==> config.mk <==
export PLATFORM = sky130hd
export DESIGN_NAME = pwm_audio_out
export DESIGN_NICKNAME = d
export VERILOG_FILES = /design/src/rtl/audio_pkg.sv /design/src/rtl/sample_fifo.sv /design/src/rtl/pwm_audio_out.sv
export SDC_FILE = /design/constraint.sdc
export NUM_CORES = 1
export LEC_CHECK = 0
export ABC_AREA = 0
export CORE_MARGIN = 2
export CORE_UTILIZATION = 55
export DETAILED_ROUTE_END_ITERATION = 12
export GPL_TIMING_DRIVEN = 0
export PLACE_DENSITY = 0.77
export REMOVE_ABC_BUFFERS = 1
export SYNTH_ARGS = -nofsm -noshare
export SYNTH_HDL_FRONTEND = slang
export SYNTH_SLANG_ARGS = --single-unit
==> constraint.sdc <==
create_clock -name clk -period 5.6 [get_ports clk]
set_input_delay 0.56 -clock clk [delete_from_list [all_inputs] [get_ports clk]]
set_output_delay 0.56 -clock clk [all_outputs]
set_load 0.05 [all_outputs]
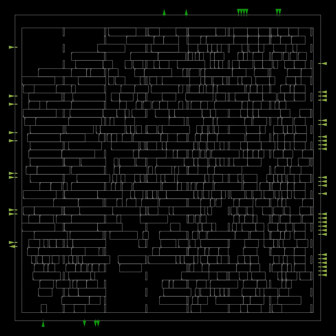
Figure 1: run 1, cell placement.
Tap Count: 129
sequential portion of the cell area: 39.4%
num rows: 35
sequential cells: 89
fill count: 763

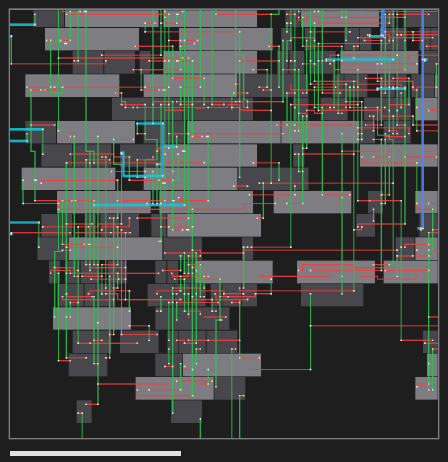
Figure 2: run 1, layout detail.
Scale bar: 20 um. Window x 1 to 51, y 1 to 51 um. Cells in grey, sequential cells in the stronger grey; small squares are vias.
green -> metal 2
red -> metal 1
blue -> metal 4
cyan -> metal 3
sequential cells in the window = 27
cells with their middle in the window = 104
most frequent = edfxtp_1 (15), dfrtp_1 (12), clkdlybuf4s50_1 (10)

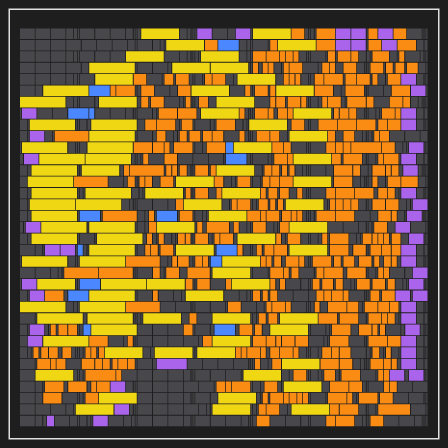
Figure 3: run 1, cell classes on the final placement.
Fill, decap, tap and diode cells in grey.
yellow -> sequential cells  # cells 89, share of their area 41%
blue -> clock drivers and dummy loads  # cells 15, share of their area 2.8%
purple -> remaining buffers and delay cells  # cells 49, share of their area 8.4%
orange -> combinational and other logic  # cells 393, share of their area 48%
Util after Layout: 65.2%
Core Area: 0.00928 sq mm
Final Instance Area: 0.00606 sq mm

==> notes.md, run 1 <==
run results: Unique cell types 46, vias in the first global route 3,698, H-tree depth 3, die height 102 um, post-CTS sizing 0, Clk pwr share 18.3%, Yosys warning total 0, worst-path maximum fanout 15, Flop pwr share 47.7%, Pwr Total 2.04 mW, Syn Area/Cell 10.8 sq um, Flops after synth 89, residual DRC count 0, buffering overhead 8.18%, dominant kind of cell by area multi-input combinational cells, Synth top cell by count nor2_1, maximum clock rate 192 MHz, Num Clock Sinks 89, Critical Path End Type flop, Critical path buffers and inverters 3, area fraction in mux cells 3.39%, Syn Inst Count 493, Top non-seq family simple AND/OR/NAND/NOR gates, fp_density 57.2%, Yosys top cell by area dfrtp_1, TNS Setup 0 ns, routed wl met2 4.88 mm, port bufs 48, met3 usage in global routing 3.28%, # IOs 49, share of layout cells above drive strength 1 6.41%, multi-input logic area 0.00276 sq mm, CP peak stage delay 0.76 ns, # clk buffers 12, # diodes 0, first-pass GRT wire length 17.0 mm, Reg2Reg Setup Slack 1.99 ns, Comb pwr share 34.0%, top cells by count nor2_1 (58), dfrtp_1 (57), ha_1 (48), fin crit period 5.21 ns, post-CTS setup buffer count 0, Avg WL per Cell 15.0 um, Combinational Power 693 uW, Least-Margin Pin Slew 1.18 ns, post-route insts no fill 675, ANT nets after route 0, CP Launch Type input pin, clock root buffer clkbuf_8, Slew Viols, Final 0, Fin Clk Skew 0.00943 ns, total track usage 20.8%, top cells by area dfrtp_1 (27%), edfxtp_1 (18%), ha_1 (11%), xnor2_1 (6.9%), xor2_1 (4.3%), met2 Use GR 35.2%, Data arrival, critical path 5.49 ns, 1st-iter DRT viols 150, yosys stat cell total 493, P_sw 728 uW, Max-slew headroom 21.5%, CP required 5.88 ns, fin crit share 93.1%, initial antenna violation count 0, Final Wtd Congestion 0.789, top area contributor share 26.9%, ys async rst share 64.0%, Metal-1 WL 4.64 mm, Reg clk slew, reported paths 0.08 ns, pwr/cell area 337 mW/mm^2, stages on the worst setup path 19, cts bufs inserted 9, critical path cell sequence clkdlybuf4s50_1, nor4_1, nand4_1, nor2_1, nand2_1, nor4_1, xnor2_1, ha_1, nand4_1, nor4_1, inv_1, o21a_4, nor2_1, ha_1, inv_1, fa_1, xor2_1, nor2_1, xor2_1, grt ovf 0, Biggest consumer registers, hold slack 0.162 ns, clk cell area share 2.69%, sw frac 35.6%, Comb/total area 45.6%, combinational gates 370, global-route met1 utilization 27.1%, Placed Cells 660, nonclk buf count 49, CTS tree built, Post-synth seq share 45.0%, Worst Reg-to-Reg Cells 13, Worst-Skew Late Latency 0.35 ns, clk buf depth 2, largest net degree at the start of global routing 39, max-cap violation count 0, Reg area 0.00239 sq mm, Setup WS post-layout 0.389 ns, YS chip area 0.00531 sq mm, Max VDD drop 235 uV, simple share 18.0%, Adder Share, Synth 11.7%, worst hold path class input pin to asynchronous set/reset pin, pre-CTS setup slack 0.0441 ns, uppermost layer routed met4, seq pwr 974 uW, Area growth syn-to-layout 14.1%, final wirelength 10.1 mm, Crit Path Class input pin to flop, die area 0.0105 sq mm, Tool Warnings 29, Hold Fails Final Rpt 0, Post-Synth AOI/OAI Area 7.75%, nets@finish 634, Non-CTS inverters 23, Internal 1.31 mW, power in the clock group 374 uW, Critical Path Slowest Stage Cell nor4_1, Pleak 2.45 nW, Top Usage Layer GRT met2, XOR/XNOR Fraction of Synth Area 11.2%, dpl cell area 0.00589 sq mm, Pre-Repair DR Iteration Count 4, RSZ-0062 raised after global routing no, WL met3 354 um, via count 3,782, status finished, final reports clean, drt via density 5.60, hold_buf cts 0, Synth Cell Area 0.00531 sq mm, number of enable flip-flop cells 32, ys flop type dfrtp_1
run 1: cell usage in the layout (no fill, tap or decap), drive strengths merged, types with 4 or more instances in the layout:
cell | netlist | final
dfrtp | 57 | 57
nor4 | 11 | 11
xnor2 | 42 | 42
nand4 | 16 | 16
clkbuf | 6 | 12
edfxtp | 32 | 32
nand2 | 34 | 34
nand3 | 22 | 22
nor3 | 14 | 14
and3 | 9 | 9
a21o | 4 | 4
inv | 23 | 23
mux4 | 8 | 8
nor2 | 58 | 58
or4 | 5 | 5
xor2 | 26 | 26
a21oi | 10 | 10
o21ai | 17 | 17
and2 | 5 | 5
and4 | 5 | 5
clkdlybuf4s50 | 0 | 47
o221ai | 10 | 10
ha | 48 | 48
==> run 2, diff against run 1 <==
--- a/config.mk
+++ b/config.mk
@@ -5,13 +5,14 @@
 export SDC_FILE = /design/constraint.sdc
 export NUM_CORES = 1
 export LEC_CHECK = 0
-export ABC_AREA = 0
+export ABC_AREA = 1
 export CORE_MARGIN = 2
 export CORE_UTILIZATION = 55
 export DETAILED_ROUTE_END_ITERATION = 12
 export GPL_TIMING_DRIVEN = 0
-export PLACE_DENSITY = 0.77
+export PLACE_DENSITY = 0.81
 export REMOVE_ABC_BUFFERS = 1
 export SYNTH_ARGS = -nofsm -noshare
 export SYNTH_HDL_FRONTEND = slang
+export SYNTH_HIERARCHICAL = 1
 export SYNTH_SLANG_ARGS = --single-unit
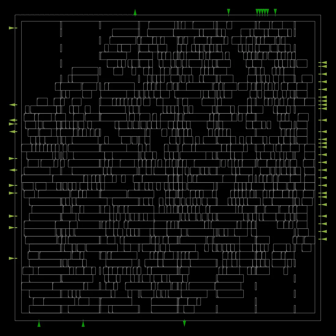
Figure 4: run 2, cell placement.
num rows: 38
post-route insts no fill: 954
sequential portion of the cell area: 35.3%
Util after Layout: 63.0%

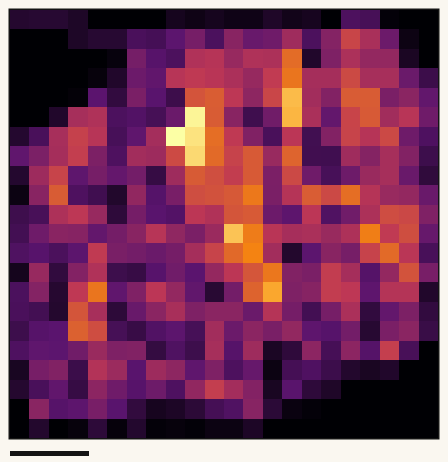
Figure 5: run 2, wire density map.
Scale bar: 20 um. 22 x 22 tiles, from black (low) to pale yellow (high), scaled to the fullest tile. Values are wire area over tile area, all layers added.
nearly empty tiles = 13%
densest ninth of the die = centre
tiles over half the peak = 15%
mean over tiles = 0.17
total track usage: 23.1%
final wirelength: 12.5 mm
via count: 4,864

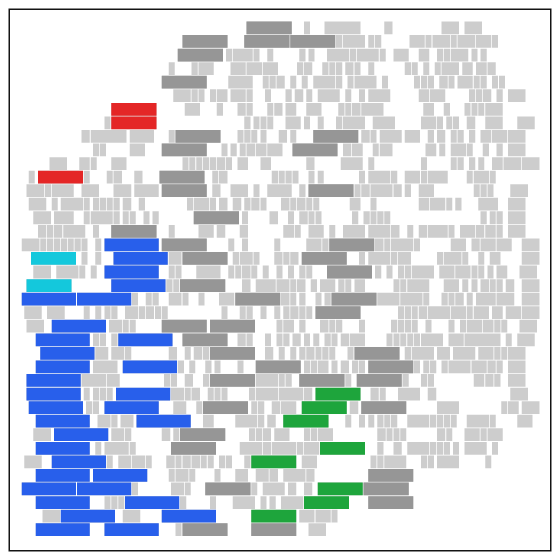
Figure 6: run 2, sequential cells grouped by signal name.
Other sequential cells in the stronger grey, the rest of the logic in the fainter grey.
green -> p_q  # placed flops 8, where south
red -> u_fifo/count  # placed flops 3
cyan -> u_fifo/wr_ptr_q  # placed flops 2
blue -> u_fifo/mem_q  # placed flops 32
not coloured = 44
Reg area: 0.00239 sq mm
seq pwr: 775 uW

==> run 2 against run 1 <==
Clock power increased by about 10%. Power decreased by 24%. Cell area increased by 12%. Register-to-register slack improved by 0.52 ns. Critical path type unchanged. Area after synthesis increased by 13%. Highest routed layer unchanged. Largest power group unchanged.
==> notes.md, run 2 <==
run results: TNS Setup 0 ns, Clk pwr share 26.7%, Yosys warning total 6, Hold Fails Final Rpt 0, number of enable flip-flop cells 32, pwr/cell area 228 mW/mm^2, Final Instance Area 0.00677 sq mm, Syn Area/Cell 7.90 sq um, Least-Margin Pin Slew 0.795 ns, Tool Warnings 29, Unique cell types 38, Reg clk slew, reported paths 0.09 ns, die area 0.0117 sq mm, drt via density 5.10, nets@finish 901, Post-synth seq share 39.9%, Critical Path Slowest Stage Cell clkdlybuf4s50_1, simple share 29.0%, vias in the first global route 4,840, Worst path most repeated cell nand2_1, Post-Synth AOI/OAI Area 4.64%, Num Clock Sinks 89, Syn Inst Count 758, Synth top cell by count nand2_1, cts bufs inserted 9, Reg2Reg Setup Slack 2.51 ns, largest net degree at the start of global routing 45, yosys stat cell total 758, Internal 1.05 mW, H-tree depth 3, Slew Viols, Final 0, top cells by count nand2_1 (182), inv_1 (118), nor2_1 (108), Setup WS post-layout 1.04 ns, max-cap violation count 0, port bufs 48, die width 108 um, # IOs 49, Flops after synth 89, Flop pwr share 50.2%, grt ovf 0, fin crit period 4.56 ns, Pre-Repair DR Iteration Count 5, XOR/XNOR Fraction of Synth Area 7.32%, worst-path maximum fanout 44, Avg WL per Cell 13.1 um, RSZ-0062 raised after global routing no, top area contributor share 23.8%, CP Launch Type input pin, Comb pwr share 23.0%, Worst Reg-to-Reg Cells 16, die height 108 um, sw frac 32.2%, delay-heaviest family, CP simple AND/OR/NAND/NOR gates, Max-slew headroom 46.8%, Pwr Total 1.54 mW, area fraction in mux cells 0%, Pleak 3.24 nW, pre-CTS setup slack 0.693 ns, Data arrival, critical path 4.83 ns, YS chip area 0.00598 sq mm, Final Wtd Congestion 0.893, CTS tree built, multi-input logic area 0.00307 sq mm, ANT nets after route 0, hold slack 0.206 ns, Core Area 0.0107 sq mm, Crit Path Class input pin to flop, CP required 5.87 ns, post-CTS sizing 0, clock root buffer clkbuf_8, fin crit share 81.4%, ys async rst share 64.0%, Max VDD drop 314 uV, status finished, final reports clean, initial antenna violation count 0, # diodes 0, Combinational Power 356 uW, hold_buf cts 0, 1st-iter DRT viols 260, CP peak stage delay 0.45 ns, post-CTS setup buffer count 0, stages on the worst setup path 26, power in the clock group 412 uW, Synth Cell Area 0.00598 sq mm, Area growth syn-to-layout 13.1%, clk buf depth 2, ys flop type dfrtp_1, DP Wirelength 9.74 mm, Worst-Skew Late Latency 0.36 ns, Top non-seq family simple AND/OR/NAND/NOR gates, fill count 965, Yosys top cell by area dfrtp_1, dpl cell area 0.00658 sq mm, P_sw 497 uW, dominant logic cell type in the layout nand2_1, Fin Clk Skew 0.0129 ns, worst hold path class input pin to asynchronous set/reset pin, Adder Share, Synth 10.4%, Placed Cells 938, share of layout cells above drive strength 1 5.16%, residual DRC count 0, fp_density 55.7%, top logic cells by instance count in the layout nand2_1 (182), inv_1 (118), nor2_1 (108), dfrtp_1 (57), ha_1 (48), top cells by area dfrtp_1 (24%), edfxtp_1 (16%), nand2_1 (11%), ha_1 (10%), inv_1 (7.4%), Critical Path End Type flop, maximum clock rate 219 MHz, final setup fails 0, Biggest consumer registers, Critical path buffers and inverters 5, first-pass GRT wire length 21.4 mm
==> run 2: cell types whose count changed after synthesis, sizes merged, moves of 10 or more <==
cell    delta
o221ai    -10
nor3      +14
o211ai    +17
nand3     +15
xnor2     -24
nand2    +155
inv       +97
o21ai     -11
nor2      +60
==> run 2: cell type report <==
class / count / share of cell area (%)
clock inverter: 6 / 0.684
tap: 140 / 2.59
multi-input combinational: 539 / 45.4
sequential: 89 / 35.3
clock buffer: 10 / 2.03
timing repair buffer: 49 / 7.32
inverter: 121 / 6.71
==> run 2: routing by layer <==
layer	wire length, um	global-route usage, %
met5	0	0
met4	272	8.42
met3	481	3.74
met2	5970	40.0
met1	5780	29.1
Power is estimated from default activity; no workload was simulated.
